route_heat.png
Bar = 50 um. The die is cut into 36 by 18 equal tiles; dark blue is low, red is high, scaled to the fullest tile. Values are wire area over tile area, all layers added.
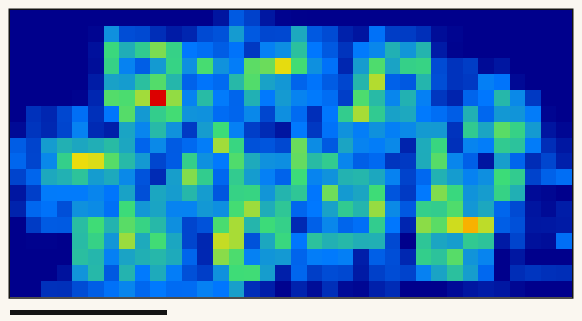
congestion_map.png
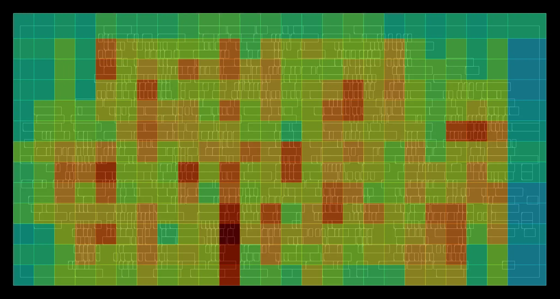
util_map.png
Bar = 50 um. The die is cut into 18 by 9 equal tiles; dark blue is low, red is high, 0 to 100% covered.
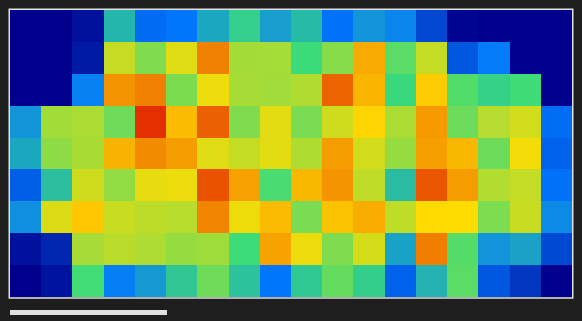
File: src/rtl/button_conditioner_pkg.sv
// Shared constants and width helpers for the push-button conditioner.
// Widths are derived from the module parameters through these functions.
package button_conditioner_pkg;

  localparam int DEFAULT_CLOCK_FREQ      = 50_000_000;
  localparam int DEFAULT_STABLE_TIME     = 10;
  localparam int DEFAULT_LONG_PRESS_TIME = 1000;
  localparam int DEFAULT_REPEAT_TIME     = 200;

  function automatic int clog2(input int value);
    int r;
    int v;
    r = 0;
    v = value - 1;
    while (v > 0) begin
      r = r + 1;
      v = v >> 1;
    end
    return r;
  endfunction

  // Width of a counter that holds 0..n-1, never narrower than one bit.
  function automatic int cnt_width(input int n);
    return (n <= 2) ? 1 : clog2(n);
  endfunction

  function automatic int ticks_per_ms(input int clock_freq);
    return clock_freq / 1000;
  endfunction

  localparam int DEFAULT_TICKS_PER_MS = ticks_per_ms(DEFAULT_CLOCK_FREQ);
  localparam int DEFAULT_PRESCALE_W   = cnt_width(DEFAULT_TICKS_PER_MS);
  localparam int DEFAULT_STABLE_W     = cnt_width(DEFAULT_STABLE_TIME);
  localparam int DEFAULT_HOLD_W       = clog2(DEFAULT_LONG_PRESS_TIME + 1);
  localparam int DEFAULT_REPEAT_W     = cnt_width(DEFAULT_REPEAT_TIME);

endpackage

File: src/rtl/button_conditioner_channel.sv
// One button channel: 2-FF synchroniser, tick-based debounce, edge pulses,
// and hold / auto-repeat pulse generation.
module button_channel
  import button_conditioner_pkg::*;
#(
  parameter int STABLE_TIME     = DEFAULT_STABLE_TIME,
  parameter int LONG_PRESS_TIME = DEFAULT_LONG_PRESS_TIME,
  parameter int REPEAT_TIME     = DEFAULT_REPEAT_TIME,
  parameter int ACTIVE_LOW      = 0
) (
  input  logic clk,
  input  logic rst,
  input  logic tick,
  input  logic pb,
  output logic pb_debounced,
  output logic pb_press,
  output logic pb_release,
  output logic pb_long,
  output logic pb_repeat
);

  localparam int STABLE_W = cnt_width(STABLE_TIME);
  localparam int HOLD_W   = clog2(LONG_PRESS_TIME + 1);
  localparam int REPEAT_W = cnt_width(REPEAT_TIME);
  localparam int REP_LAST = (REPEAT_TIME > 0) ? REPEAT_TIME - 1 : 0;
  localparam logic POL    = (ACTIVE_LOW != 0);

  localparam logic [STABLE_W-1:0] STABLE_LAST = STABLE_W'(STABLE_TIME - 1);
  localparam logic [HOLD_W-1:0]   HOLD_MAX    = HOLD_W'(LONG_PRESS_TIME);
  localparam logic [HOLD_W-1:0]   HOLD_LAST   = HOLD_W'(LONG_PRESS_TIME - 1);
  localparam logic [REPEAT_W-1:0] REPEAT_LAST = REPEAT_W'(REP_LAST);

  logic                sync1_q, sync1_d;
  logic                sync2_q, sync2_d;
  logic                deb_q, deb_d;
  logic [STABLE_W-1:0] cnt_q, cnt_d;
  logic                press_q, press_d;
  logic                release_q, release_d;
  logic [HOLD_W-1:0]   hold_q, hold_d;
  logic [REPEAT_W-1:0] rep_q, rep_d;
  logic                long_q, long_d;
  logic                repeat_q, repeat_d;

  always_comb begin
    sync1_d   = pb ^ POL;
    sync2_d   = sync1_q;
    deb_d     = deb_q;
    cnt_d     = cnt_q;
    hold_d    = hold_q;
    rep_d     = rep_q;
    long_d    = 1'b0;
    repeat_d  = 1'b0;

    // A synchronised level equal to the debounced one cancels any pending change.
    if (sync2_q == deb_q) begin
      cnt_d = '0;
    end else if (tick) begin
      if (cnt_q == STABLE_LAST) begin
        deb_d = sync2_q;
        cnt_d = '0;
      end else begin
        cnt_d = cnt_q + STABLE_W'(1);
      end
    end

    press_d   = deb_d & ~deb_q;
    release_d = ~deb_d & deb_q;

    // Gating long/repeat with deb_d lets a release on the same tick suppress them.
    if (!deb_q) begin
      hold_d = '0;
      rep_d  = '0;
    end else if (tick) begin
      if (hold_q != HOLD_MAX) begin
        hold_d = hold_q + HOLD_W'(1);
      end
      if (hold_q == HOLD_LAST) begin
        long_d   = deb_d;
        repeat_d = deb_d;
      end else if (hold_q == HOLD_MAX && REPEAT_TIME != 0) begin
        if (rep_q == REPEAT_LAST) begin
          rep_d    = '0;
          repeat_d = deb_d;
        end else begin
          rep_d = rep_q + REPEAT_W'(1);
        end
      end
    end
  end

  always_ff @(posedge clk or negedge rst) begin
    if (!rst) begin
      sync1_q   <= 1'b0;
      sync2_q   <= 1'b0;
      deb_q     <= 1'b0;
      cnt_q     <= '0;
      press_q   <= 1'b0;
      release_q <= 1'b0;
      hold_q    <= '0;
      rep_q     <= '0;
      long_q    <= 1'b0;
      repeat_q  <= 1'b0;
    end else begin
      sync1_q   <= sync1_d;
      sync2_q   <= sync2_d;
      deb_q     <= deb_d;
      cnt_q     <= cnt_d;
      press_q   <= press_d;
      release_q <= release_d;
      hold_q    <= hold_d;
      rep_q     <= rep_d;
      long_q    <= long_d;
      repeat_q  <= repeat_d;
    end
  end

  assign pb_debounced = deb_q;
  assign pb_press     = press_q;
  assign pb_release   = release_q;
  assign pb_long      = long_q;
  assign pb_repeat    = repeat_q;

endmodule

File: src/rtl/button_conditioner.sv
// Multi-channel push-button front end: one shared 1 ms prescaler feeding
// CHANNELS independent button_channel instances.
module button_conditioner
  import button_conditioner_pkg::*;
#(
  parameter int CHANNELS        = 4,
  parameter int CLOCK_FREQ      = DEFAULT_CLOCK_FREQ,
  parameter int STABLE_TIME     = DEFAULT_STABLE_TIME,
  parameter int LONG_PRESS_TIME = DEFAULT_LONG_PRESS_TIME,
  parameter int REPEAT_TIME     = DEFAULT_REPEAT_TIME,
  parameter int ACTIVE_LOW      = 0
) (
  input  logic                clk,
  input  logic                rst,
  input  logic [CHANNELS-1:0] pb,
  output logic [CHANNELS-1:0] pb_debounced,
  output logic [CHANNELS-1:0] pb_press,
  output logic [CHANNELS-1:0] pb_release,
  output logic [CHANNELS-1:0] pb_long,
  output logic [CHANNELS-1:0] pb_repeat
);

  localparam int TICKS_PER_MS = ticks_per_ms(CLOCK_FREQ);
  localparam int PRESCALE_W   = cnt_width(TICKS_PER_MS);
  localparam logic [PRESCALE_W-1:0] PRESCALE_LAST = PRESCALE_W'(TICKS_PER_MS - 1);

  logic [PRESCALE_W-1:0] pre_q, pre_d;
  logic                  tick;

  assign tick = (pre_q == PRESCALE_LAST);

  always_comb begin
    pre_d = pre_q + PRESCALE_W'(1);
    if (tick) begin
      pre_d = '0;
    end
  end

  always_ff @(posedge clk or negedge rst) begin
    if (!rst) begin
      pre_q <= '0;
    end else begin
      pre_q <= pre_d;
    end
  end

  for (genvar g = 0; g < CHANNELS; g++) begin : g_ch
    button_channel #(
      .STABLE_TIME    (STABLE_TIME),
      .LONG_PRESS_TIME(LONG_PRESS_TIME),
      .REPEAT_TIME    (REPEAT_TIME),
      .ACTIVE_LOW     (ACTIVE_LOW)
    ) u_ch (
      .clk         (clk),
      .rst         (rst),
      .tick        (tick),
      .pb          (pb[g]),
      .pb_debounced(pb_debounced[g]),
      .pb_press    (pb_press[g]),
      .pb_release  (pb_release[g]),
      .pb_long     (pb_long[g]),
      .pb_repeat   (pb_repeat[g])
    );
  end

endmodule
File: config.mk
export PLATFORM = sky130hd
export DESIGN_NAME = button_conditioner
export DESIGN_NICKNAME = d
export VERILOG_FILES = /design/src/rtl/button_conditioner_pkg.sv /design/src/rtl/button_conditioner_channel.sv /design/src/rtl/button_conditioner.sv
export SDC_FILE = /design/constraint.sdc
export NUM_CORES = 1
export LEC_CHECK = 0
export ABC_AREA = 1
export CORE_ASPECT_RATIO = 0.5
export CORE_MARGIN = 2
export CORE_UTILIZATION = 49
export DETAILED_ROUTE_END_ITERATION = 16
export PLACE_DENSITY = 0.68
export SETUP_SLACK_MARGIN = 0.1
export SYNTH_ARGS = -nofsm -noshare
export SYNTH_HDL_FRONTEND = slang
export SYNTH_HIERARCHICAL = 1
export SYNTH_SLANG_ARGS = --single-unit
File: constraint.sdc
create_clock -name clk -period 2.75 [get_ports clk]
set_clock_uncertainty 0.15 [all_clocks]
set_input_delay 0.6875 -clock clk [delete_from_list [all_inputs] [get_ports clk]]
set_output_delay 0.6875 -clock clk [all_outputs]
set_load 0.005 [all_outputs]
==> flow_summary.yaml <==
# synthesis and place-and-route metrics
pwr:
  combPwrFrac_pct: 1.4
  cellInternalPower_mw: 3.48
  pwr-share-clk_pct: 54.0
  power_switching_mw: 0.887
  power_frac_seq_pct: 44.7
  pwr_density_cell_nw_per_um2: 508
  netSwitchingFraction_pct: 20.3
  vdd_drop_max_mv: 0.406
yosys:
  synth_flop_count: 132
  netlist_instances: 949
  adder_share_pct: 3.52
  ys_cells: 949
  ys_chip_area_sq_um: 7450
  synthXorXnorAreaFrac_pct: 3.41
  top_logic_kind: "simple AND/OR/NAND/NOR gates"
  syn_area_sq_um: 7450
  synthTopCellsByArea: "dfrtp_1 (44%), nand2_1 (14%), inv_1 (6.8%), nand3_1 (5.5%), nor2_1 (4.0%)"
  syn_avg_cell_area_sq_um: 7.86
  flop_cell: "dfrtp_1"
  seq_area_frac_synth_pct: 44.3
  synth-async-reset-ratio_pct: 100
  aoi_share_pct: 5.84
  synth_cell_types: 31
  yosys.area.top_type_share_pct: 44.3
  synth.largest_area_cell: "dfrtp_1"
  ys_sh_simple_pct: 34.5
  mux_share_pct: 0
die:
  ios: 26
  die_h_um: 91.2
  die-area_sq_um: 16300
  die_w_um: 178
  std_cell_rows: 31
sta:
  worst_pin_slew_ps: 471
  tns_ps: 0
  fin_crit_sh_pct: 83.6
  slew_headroom_pct: 68.6
  final-max-slew-violation-count: 0
  hold_viol: 0
  maxClockFrequency_mhz: 435
  rsz0062_at_grt: "no"
  timing.final.crit_period_ps: 2300
setup_path:
  cp-end-kind: "register"
  crit_path_start_kind: "register"
  worstPathRequired_ps: 2910
  r2r_cells: 12
  critical_path_class: "reg -> reg"
  worstPathMaxFanout: 18
  critical_path_arrival_ps: 2450
final_layout:
  area_growth_pct: 15.4
  final_common_cell: "nand2_1"
  fin_cells: 1204
  fill_cells: 1308
  drive_above_1_share_pct: 12.3
  regArea_sq_um: 3300
  antenna_cells: 0
  nets: 1020
  logic_area_sq_um: 3530
  lay_top_cells: "nand2_1 (269), inv_1 (135), dfrtp_1 (132)"
hold_path:
  hold_class: "in -> async"
global_route:
  grt_pass1_vias: 5767
  grt.total_usage_pct: 19.8
  grt_max_degree: 46
  overflow: 0
  antenna_found_initial: 0
route:
  drtAntennaViolNets: 0
  drcViolationCount: 0
  viasPerCell: 5.00
  drtIter0Drc: 353
  dr.pass1.iters: 5
clocking:
  clkLatencyLatePin_ps: 420
  post_cts_buffers: 0
  cts.sink_count: 132
  clockRootBuffer: "clkbuf_16"
  max-clock-path-buffers: 2
  cts_buffers: 17
  cts_tree: "done"
outcome:
  status: "complete, no violations"
job:
  drv_cap: 0
  openroad.warnings: 34
placement:
  dpl.hpwl_mm: 10.0
  place_inst: 1172
  io_buffer_count: 25
-- route_heat.png (at the start) --
The emptiest ninth of the die: upper right. The fullest tile reaches 0.59. The densest ninth of the die: centre.

-- congestion_map.png (at the start) --
most used routing layer: met2
met2 Use GR: 32.9%
fin util: 58.7%
wire per inst: 12.2 um

-- util_map.png (at the start) --
9.3% of the tiles are nearly empty. The mean over all tiles is 51%. The fullest tile reaches 95%. 20% of the tiles are over 75% full.
Initial Util: 50.8%
core area: 14,700 sq um

## synth_stat cells (5+ instances only)
cell / count
o22ai_1: 8
o21ai_2: 13
o21ai_1: 25
nor3_1: 14
inv_1: 135
nand3_2: 5
xor2_1: 25
nand4_1: 38
dfrtp_1: 132
nand3_1: 82
ha_1: 21
nor2_1: 79
a21oi_1: 5
nor2_2: 10
nand2_1: 269
nand2_2: 15
o21ai_0: 16
nor2_4: 12
nand2_4: 8
## worst max-delay path, stage by stage, from the launching register on
cell,delay [ps]
dfrtp_1,380
ha_1,210
nand3_2,150
nor2_1,160
nand2_2,120
clkinv_2,280
inv_1,140
nor2_1,220
nand2_1,140
nand2_1,90
nor2_1,40
nand2_1,60
nand2_1,50
## kinds of logic (layout without fill, tap and decap cells)
kind of cell	Yosys count	count (layout)
AND-OR/OR-AND	72	72
XOR/XNOR	29	29
adder cells (fa/ha/maj)	21	21
buffers and inverters	153	210
flip-flops	132	132
AND/OR/NAND/NOR	542	542
## through the flow
stage               area, sq um  util, %  setup slack (ps)  hold WS, ps  power (mW)
floorplan                  7450        -               666          181        1.99
global placement           7990     54.5               458          183        2.05
detailed placement         7990     54.5               371          185        2.05
CTS                        8600     58.7               347         57.6        4.42
global route               8600     58.7               189         69.3        4.54
finish                     8600     58.7               451         40.4        4.37
## metal layers
metal  vias to the layer above  wire length [um]  track usage (%)
met1                      2811              7120             26.2
met2                        92              6970             32.9
met4                         0               117             5.62
met3                        12               456             4.06
li1                       3100                 -                -
met5                         -                 0                0
## layout make-up
| cell class | instances | share of cell area (%) |
|---|---|---|
| inverter | 145 | 6.69 |
| sequential | 132 | 38.4 |
| multi-input combinational | 664 | 41.0 |
| clock buffer | 24 | 5.71 |
| timing repair buffer | 33 | 3.91 |
| tap | 198 | 2.88 |
| clock inverter | 8 | 1.43 |
## power by group through the flow
stage                     Sequential, mW  Clock [mW]  Combinational (mW)
after global routing                1.95        2.52              0.0718
after CTS                           1.95        2.40              0.0638
after detailed placement            1.99           0              0.0634
final                               1.95        2.36              0.0598
after global placement              1.99           0              0.0634
after floorplan                     1.99           0             0.00588
## flip-flops by register name, summed over array words and instances (netlist names)
signal	flops
g_ch.u_ch/pb_release	4
g_ch.u_ch/sync2_q	4
g_ch.u_ch/rep_q	32
g_ch.u_ch/pb_debounced	4
g_ch.u_ch/pb_repeat	4
g_ch.u_ch/hold_q	40
g_ch.u_ch/cnt_q	16
g_ch.u_ch/sync1_q	4
g_ch.u_ch/pb_press	4
pre_q	16
g_ch.u_ch/pb_long	4
## worst paths after layout
check                                      from  slack [ps]                     end
max                                    pre_q[0]         450  g_ch[0].u_ch/pb_repeat
min                                         rst          40  g_ch[0].u_ch/hold_q[8]
max reg2reg                            pre_q[0]         450  g_ch[0].u_ch/pb_repeat
min reg2reg                g_ch[3].u_ch/sync1_q         200    g_ch[3].u_ch/sync2_q
max in group asynchronous                   rst        1800  g_ch[1].u_ch/hold_q[9]
min in group clk           g_ch[3].u_ch/sync1_q         200    g_ch[3].u_ch/sync2_q
Power and IR drop assume default switching activity.
